`src/rtl/mat_pkg.sv`:
```
// mat_pkg: shared widths and write-FSM encoding for the two-slot matrix store.
package mat_pkg;
   localparam int DIM_WIDTH  = 3;
   localparam int DATA_WIDTH = 8;
   localparam int NUM_SLOTS  = 2;
   localparam int ADDR_WIDTH = 1 + 2 * DIM_WIDTH;
   typedef enum logic {W_IDLE = 1'b0, W_FILL = 1'b1} wstate_e;
endpackage

```
`src/rtl/mat_store_if.sv`:
```
// mat_store_if: load stream, metadata query and element read bus of the matrix store.
interface mat_store_if;
   import mat_pkg::*;
   logic                  wr_start;
   logic                  wr_slot;
   logic [DIM_WIDTH-1:0]  wr_m;
   logic [DIM_WIDTH-1:0]  wr_n;
   logic                  wr_valid;
   logic [DATA_WIDTH-1:0] wr_elem;
   logic                  wr_busy;
   logic                  wr_done;
   logic                  wr_error;
   logic [NUM_SLOTS-1:0]  slot_valid;
   logic                  meta_sel;
   logic [DIM_WIDTH-1:0]  meta_m;
   logic [DIM_WIDTH-1:0]  meta_n;
   logic                  rd_en;
   logic                  rd_slot_idx;
   logic [DIM_WIDTH-1:0]  rd_row_idx;
   logic [DIM_WIDTH-1:0]  rd_col_idx;
   logic [DATA_WIDTH-1:0] rd_elem;
   logic                  rd_elem_valid;
   logic                  rd_err;
   modport master (
      output wr_start, wr_slot, wr_m, wr_n, wr_valid, wr_elem, meta_sel,
             rd_en, rd_slot_idx, rd_row_idx, rd_col_idx,
      input  wr_busy, wr_done, wr_error, slot_valid, meta_m, meta_n,
             rd_elem, rd_elem_valid, rd_err
   );
   modport slave (
      input  wr_start, wr_slot, wr_m, wr_n, wr_valid, wr_elem, meta_sel,
             rd_en, rd_slot_idx, rd_row_idx, rd_col_idx,
      output wr_busy, wr_done, wr_error, slot_valid, meta_m, meta_n,
             rd_elem, rd_elem_valid, rd_err
   );
endinterface

```
`src/rtl/mat_store_ram.sv`:
```
// mat_store_ram: simple dual-port element RAM, one write port and one registered read port.
module mat_store_ram
   import mat_pkg::*;
#(
   parameter int AW = ADDR_WIDTH,
   parameter int DW = DATA_WIDTH
) (
   input  logic          clk,
   input  logic          we_i,
   input  logic [AW-1:0] waddr_i,
   input  logic [DW-1:0] wdata_i,
   input  logic          re_i,
   input  logic [AW-1:0] raddr_i,
   output logic [DW-1:0] rdata_o
);
   logic [DW-1:0] mem [2**AW];
   always_ff @(posedge clk) begin
      if (we_i) mem[waddr_i] <= wdata_i;
      if (re_i) rdata_o <= mem[raddr_i];
   end
endmodule

```
`src/rtl/mat_store.sv`:
```
// mat_store: two-slot matrix store with raster-order loader and edge-triggered read responder.
module mat_store
   import mat_pkg::*;
(
   input logic        clk,
   input logic        rst_n,
   mat_store_if.slave bus
);
   wstate_e                               state_q, state_d;
   logic                                  slot_q, slot_d;
   logic [DIM_WIDTH-1:0]                  m_q, m_d, n_q, n_d, row_q, row_d, col_q, col_d;
   logic [NUM_SLOTS-1:0]                  valid_q, valid_d;
   logic [NUM_SLOTS-1:0][DIM_WIDTH-1:0]   sm_q, sm_d, sn_q, sn_d;
   logic                                  done_q, done_d, error_q, error_d;
   logic                                  rd_en_q, rd_vld_q, rd_vld_d, rd_err_q, rd_err_d;
   logic                                  legal_q, legal_d;
   logic                                  rd_req, legal, we, col_wrap, last;
   logic [DATA_WIDTH-1:0]                 ram_q;

   assign rd_req   = bus.rd_en & ~rd_en_q;
   assign legal    = valid_q[bus.rd_slot_idx] && (bus.rd_row_idx < sm_q[bus.rd_slot_idx])
                     && (bus.rd_col_idx < sn_q[bus.rd_slot_idx]);
   assign we       = (state_q == W_FILL) && bus.wr_valid;
   assign col_wrap = col_q == n_q - 1'b1;
   assign last     = we && col_wrap && (row_q == m_q - 1'b1);

   always_comb begin
      state_d  = state_q;
      slot_d   = slot_q;
      m_d      = m_q;
      n_d      = n_q;
      row_d    = row_q;
      col_d    = col_q;
      valid_d  = valid_q;
      sm_d     = sm_q;
      sn_d     = sn_q;
      done_d   = 1'b0;
      error_d  = 1'b0;
      if (state_q == W_IDLE && bus.wr_start) begin
         if (bus.wr_m != '0 && bus.wr_n != '0) begin
            state_d              = W_FILL;
            slot_d               = bus.wr_slot;
            m_d                  = bus.wr_m;
            n_d                  = bus.wr_n;
            row_d                = '0;
            col_d                = '0;
            valid_d[bus.wr_slot] = 1'b0;
         end else error_d = 1'b1;
      end
      if (we) begin
         col_d = col_wrap ? '0 : col_q + 1'b1;
         row_d = col_wrap ? row_q + 1'b1 : row_q;
      end
      // Commit happens on the same edge that stores the final element.
      if (last) begin
         state_d         = W_IDLE;
         valid_d[slot_q] = 1'b1;
         sm_d[slot_q]    = m_q;
         sn_d[slot_q]    = n_q;
         done_d          = 1'b1;
      end
      rd_vld_d = rd_req;
      rd_err_d = rd_req & ~legal;
      legal_d  = rd_req ? legal : legal_q;
   end

   always_ff @(posedge clk or negedge rst_n) begin
      if (!rst_n) begin
         state_q  <= W_IDLE;
         slot_q   <= 1'b0;
         m_q      <= '0;
         n_q      <= '0;
         row_q    <= '0;
         col_q    <= '0;
         valid_q  <= '0;
         sm_q     <= '0;
         sn_q     <= '0;
         done_q   <= 1'b0;
         error_q  <= 1'b0;
         rd_en_q  <= 1'b0;
         rd_vld_q <= 1'b0;
         rd_err_q <= 1'b0;
         legal_q  <= 1'b0;
      end else begin
         state_q  <= state_d;
         slot_q   <= slot_d;
         m_q      <= m_d;
         n_q      <= n_d;
         row_q    <= row_d;
         col_q    <= col_d;
         valid_q  <= valid_d;
         sm_q     <= sm_d;
         sn_q     <= sn_d;
         done_q   <= done_d;
         error_q  <= error_d;
         rd_en_q  <= bus.rd_en;
         rd_vld_q <= rd_vld_d;
         rd_err_q <= rd_err_d;
         legal_q  <= legal_d;
      end
   end

   mat_store_ram u_ram (
      .clk     (clk),
      .we_i    (we),
      .waddr_i ({slot_q, row_q, col_q}),
      .wdata_i (bus.wr_elem),
      .re_i    (rd_req),
      .raddr_i ({bus.rd_slot_idx, bus.rd_row_idx, bus.rd_col_idx}),
      .rdata_o (ram_q)
   );

   // RAM output holds between requests, so gating it with the held legality keeps rd_elem stable.
   assign bus.rd_elem       = legal_q ? ram_q : '0;
   assign bus.rd_elem_valid = rd_vld_q;
   assign bus.rd_err        = rd_err_q;
   assign bus.wr_busy       = state_q == W_FILL;
   assign bus.wr_done       = done_q;
   assign bus.wr_error      = error_q;
   assign bus.slot_valid    = valid_q;
   assign bus.meta_m        = sm_q[bus.meta_sel];
   assign bus.meta_n        = sn_q[bus.meta_sel];
endmodule

```
`src/flat_wrapper.sv`:
```
// flat-port wrapper written by rule: the top's interface ports become plain ports
module mat_store_flat import mat_pkg::*;
  (clk, rst_n, bus_wr_start, bus_wr_slot, bus_wr_m, bus_wr_n, bus_wr_valid, bus_wr_elem, bus_meta_sel, bus_rd_en, bus_rd_slot_idx, bus_rd_row_idx, bus_rd_col_idx, bus_wr_busy, bus_wr_done, bus_wr_error, bus_slot_valid, bus_meta_m, bus_meta_n, bus_rd_elem, bus_rd_elem_valid, bus_rd_err);
  mat_store_if bus_i ();
  input logic clk;
  input logic rst_n;
  input wire logic [$bits(bus_i.wr_start)-1:0] bus_wr_start;
  input wire logic [$bits(bus_i.wr_slot)-1:0] bus_wr_slot;
  input wire logic [$bits(bus_i.wr_m)-1:0] bus_wr_m;
  input wire logic [$bits(bus_i.wr_n)-1:0] bus_wr_n;
  input wire logic [$bits(bus_i.wr_valid)-1:0] bus_wr_valid;
  input wire logic [$bits(bus_i.wr_elem)-1:0] bus_wr_elem;
  input wire logic [$bits(bus_i.meta_sel)-1:0] bus_meta_sel;
  input wire logic [$bits(bus_i.rd_en)-1:0] bus_rd_en;
  input wire logic [$bits(bus_i.rd_slot_idx)-1:0] bus_rd_slot_idx;
  input wire logic [$bits(bus_i.rd_row_idx)-1:0] bus_rd_row_idx;
  input wire logic [$bits(bus_i.rd_col_idx)-1:0] bus_rd_col_idx;
  output wire logic [$bits(bus_i.wr_busy)-1:0] bus_wr_busy;
  output wire logic [$bits(bus_i.wr_done)-1:0] bus_wr_done;
  output wire logic [$bits(bus_i.wr_error)-1:0] bus_wr_error;
  output wire logic [$bits(bus_i.slot_valid)-1:0] bus_slot_valid;
  output wire logic [$bits(bus_i.meta_m)-1:0] bus_meta_m;
  output wire logic [$bits(bus_i.meta_n)-1:0] bus_meta_n;
  output wire logic [$bits(bus_i.rd_elem)-1:0] bus_rd_elem;
  output wire logic [$bits(bus_i.rd_elem_valid)-1:0] bus_rd_elem_valid;
  output wire logic [$bits(bus_i.rd_err)-1:0] bus_rd_err;
  assign bus_i.wr_start = bus_wr_start;
  assign bus_i.wr_slot = bus_wr_slot;
  assign bus_i.wr_m = bus_wr_m;
  assign bus_i.wr_n = bus_wr_n;
  assign bus_i.wr_valid = bus_wr_valid;
  assign bus_i.wr_elem = bus_wr_elem;
  assign bus_i.meta_sel = bus_meta_sel;
  assign bus_i.rd_en = bus_rd_en;
  assign bus_i.rd_slot_idx = bus_rd_slot_idx;
  assign bus_i.rd_row_idx = bus_rd_row_idx;
  assign bus_i.rd_col_idx = bus_rd_col_idx;
  assign bus_wr_busy = bus_i.wr_busy;
  assign bus_wr_done = bus_i.wr_done;
  assign bus_wr_error = bus_i.wr_error;
  assign bus_slot_valid = bus_i.slot_valid;
  assign bus_meta_m = bus_i.meta_m;
  assign bus_meta_n = bus_i.meta_n;
  assign bus_rd_elem = bus_i.rd_elem;
  assign bus_rd_elem_valid = bus_i.rd_elem_valid;
  assign bus_rd_err = bus_i.rd_err;
  mat_store u_core (.clk(clk), .rst_n(rst_n), .bus(bus_i));
endmodule
```
`config.mk`:
```
export PLATFORM = sky130hd
export DESIGN_NAME = mat_store_flat
export DESIGN_NICKNAME = d
export VERILOG_FILES = /design/src/rtl/mat_pkg.sv /design/src/rtl/mat_store_if.sv /design/src/rtl/mat_store_ram.sv /design/src/rtl/mat_store.sv /design/src/flat_wrapper.sv
export SDC_FILE = /design/constraint.sdc
export NUM_CORES = 1
export LEC_CHECK = 0
export ABC_CLOCK_PERIOD_IN_PS = 7400
export CORE_AREA = 2 2 271 273
export DETAILED_ROUTE_END_ITERATION = 6
export DIE_AREA = 0 0 273 275
export DONT_BUFFER_PORTS = 1
export HOLD_SLACK_MARGIN = 0.02
export PLACE_DENSITY_LB_ADDON = 0.2
export SLEW_MARGIN = 15
export SYNTH_ARGS = -nofsm -noshare
export SYNTH_HDL_FRONTEND = slang
export SYNTH_SLANG_ARGS = --single-unit
```
`constraint.sdc`:
```
create_clock -name clk -period 7.4 [get_ports clk]
set_clock_uncertainty 0.15 [all_clocks]
set_input_delay 0.74 -clock clk [delete_from_list [all_inputs] [get_ports clk]]
set_output_delay 0.74 -clock clk [all_outputs]
set_load 0.02 [all_outputs]
```
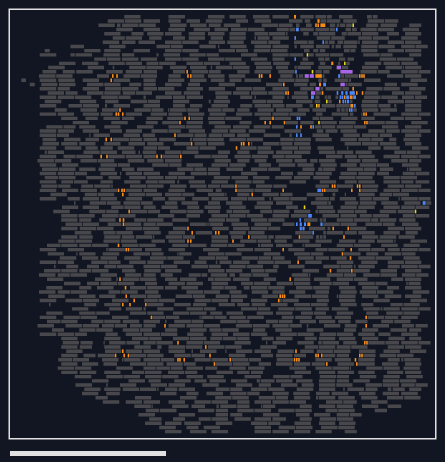
Figure 1: gate-type map.
Bar = 100 um.
legend:
  yellow:
    family: inverters
    cells: 9
    where: north-east
  blue:
    family: NAND gates
    cells: 40
  purple:
    family: XOR/XNOR gates
    cells: 7
    where: north-east
  orange:
    family: NOR gates
    cells: 147

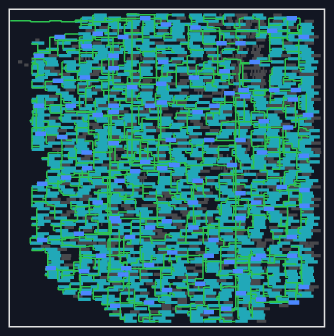
Figure 2: clock wires, drivers and flops.
legend:
  blue:
    item: cells driving clock nets
    count: 103
  cyan:
    item: flip-flops
    count: 1,066
  green:
    item: clock wires
    length: 11,300 um
routed clock nets: 104
flops lie: widely spread

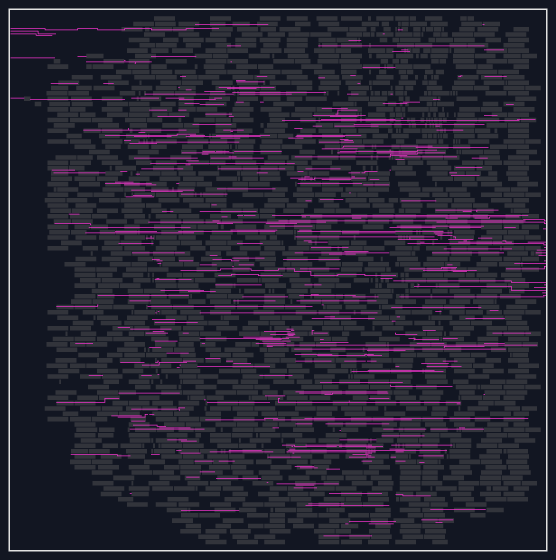
Figure 3: signal wires on met3.
main direction: horizontal
longest straight run: 138 um
wire length on this layer: 8,080 um
nets with wire on the layer: 214
share of all routed wire: 8.9%

[metal layers]
| layer | vias to the layer above | track usage | wire length (um) |
|---|---|---|---|
| met5 | - | 0 | 16 |
| met3 | 122 | 0.06057 | 8083 |
| met2 | 836 | 0.3811 | 44000 |
| met1 | 10000 | 0.3624 | 37090 |
| met4 | 2 | 0.06701 | 1832 |
| li1 | 7584 | - | - |
[cells in the final DEF, fill, tap and decap left out, types with 4 or more instances in the layout]
cell type	n
edfxtp_1	1032
dlygate4sd3_1	7
nor2_1	138
nand2_1	22
clkinv_1	28
bufinv_16	9
ha_1	11
mux2_2	29
mux2i_1	8
and2_1	9
clkbuf_16	107
nand2b_1	4
clkinv_2	15
xnor2_1	4
inv_1	9
dfrtp_1	34
clkbuf_1	25
mux4_2	336
nor3_1	4
clkinvlp_4	4
o21ai_0	8
buf_4	6
nand3_1	9
[timing repair]
item | in CTS | in global routing
hold buffers | 7 | 1
endpoints found under the hold margin | 48 | 3
buffers inserted | 0 | 0
setup endpoints to repair | 0 | 0
[logic make-up after synthesis]
group	Yosys count	synth area share
DFF	1066	0.7686
muxes	373	0.1925
and+or+nand+nor	200	0.02023
buffers and inverters	101	0.01060
AOI/OAI and AO/OA	20	0.002990
adders and majority gates	11	0.003322
xor gates and xnor gates	7	0.001812
[flip-flops by register name (all words and copies together), names as in the netlist]
signal and cells:
u_core.u_ram.mem 1024, u_core.u_ram.rdata_o 8, u_core.sm_q 6, u_core.sn_q 6, u_core.col_q 3, u_core.m_q 3
u_core.n_q 3, u_core.row_q 3, u_core.bus.slot_valid 2, u_core.bus.rd_elem_valid 1, u_core.bus.rd_err 1, u_core.bus.wr_busy 1
u_core.bus.wr_done 1, u_core.bus.wr_error 1, u_core.legal_q 1, u_core.rd_en_q 1, u_core.slot_q 1
==> out/results.txt <==
Status = finished with violations
Failing checks = DRC
Final WL = 91,020 um
Gate Count Post-Synth = 1,778
Residual DRC count = 1
Tally of max-capacitance violations = 0
Flops & latches, synth = 1,066
Yosys top cell by area = edfxtp_1
Setup crit end = u_core.u_ram.mem[66][2]$_DFFE_PP_
Leak pwr = 14.12 nW
Fin. max-slew vios = 0
Final non-filler cell total = 2,854
FP Core Util = 0.5727
Unrepaired setup endpoints after global routing = false
Log Warnings = 50
Largest class = registers
Fmax = 307.3 MHz
Worst Path Max Fanout = 16
Layout cells sized above 1 = 0.2739
FF-to-FF End = u_core.u_ram.mem[66][2]$_DFFE_PP_
Placed Instance Area = 42,280 um^2
Crit-path cells = nand2_1 > nor2_1 > nand2_2 > nor2_1
Chip Width = 273 um
Vias in the first global route = 18,620
YS chip area = 41,430 um^2
WP depth = 4
Clock transition at path regs = 60 ps
Top Family by Delay on Critical Path = simple AND/OR/NAND/NOR gates
Sink Count = 1,066
Slowest CP cell = nor2_1
Die height = 275 um
Post-route cell area = 45,700 um^2
Final worst slack = 4145 ps
Max incr delay on CP = 890 ps
Filler Cell Count = 4,718
Most used cell, CP = nor2_1
Post-layout power = 12.91 mW
Power is estimated from default activity; no workload was simulated.
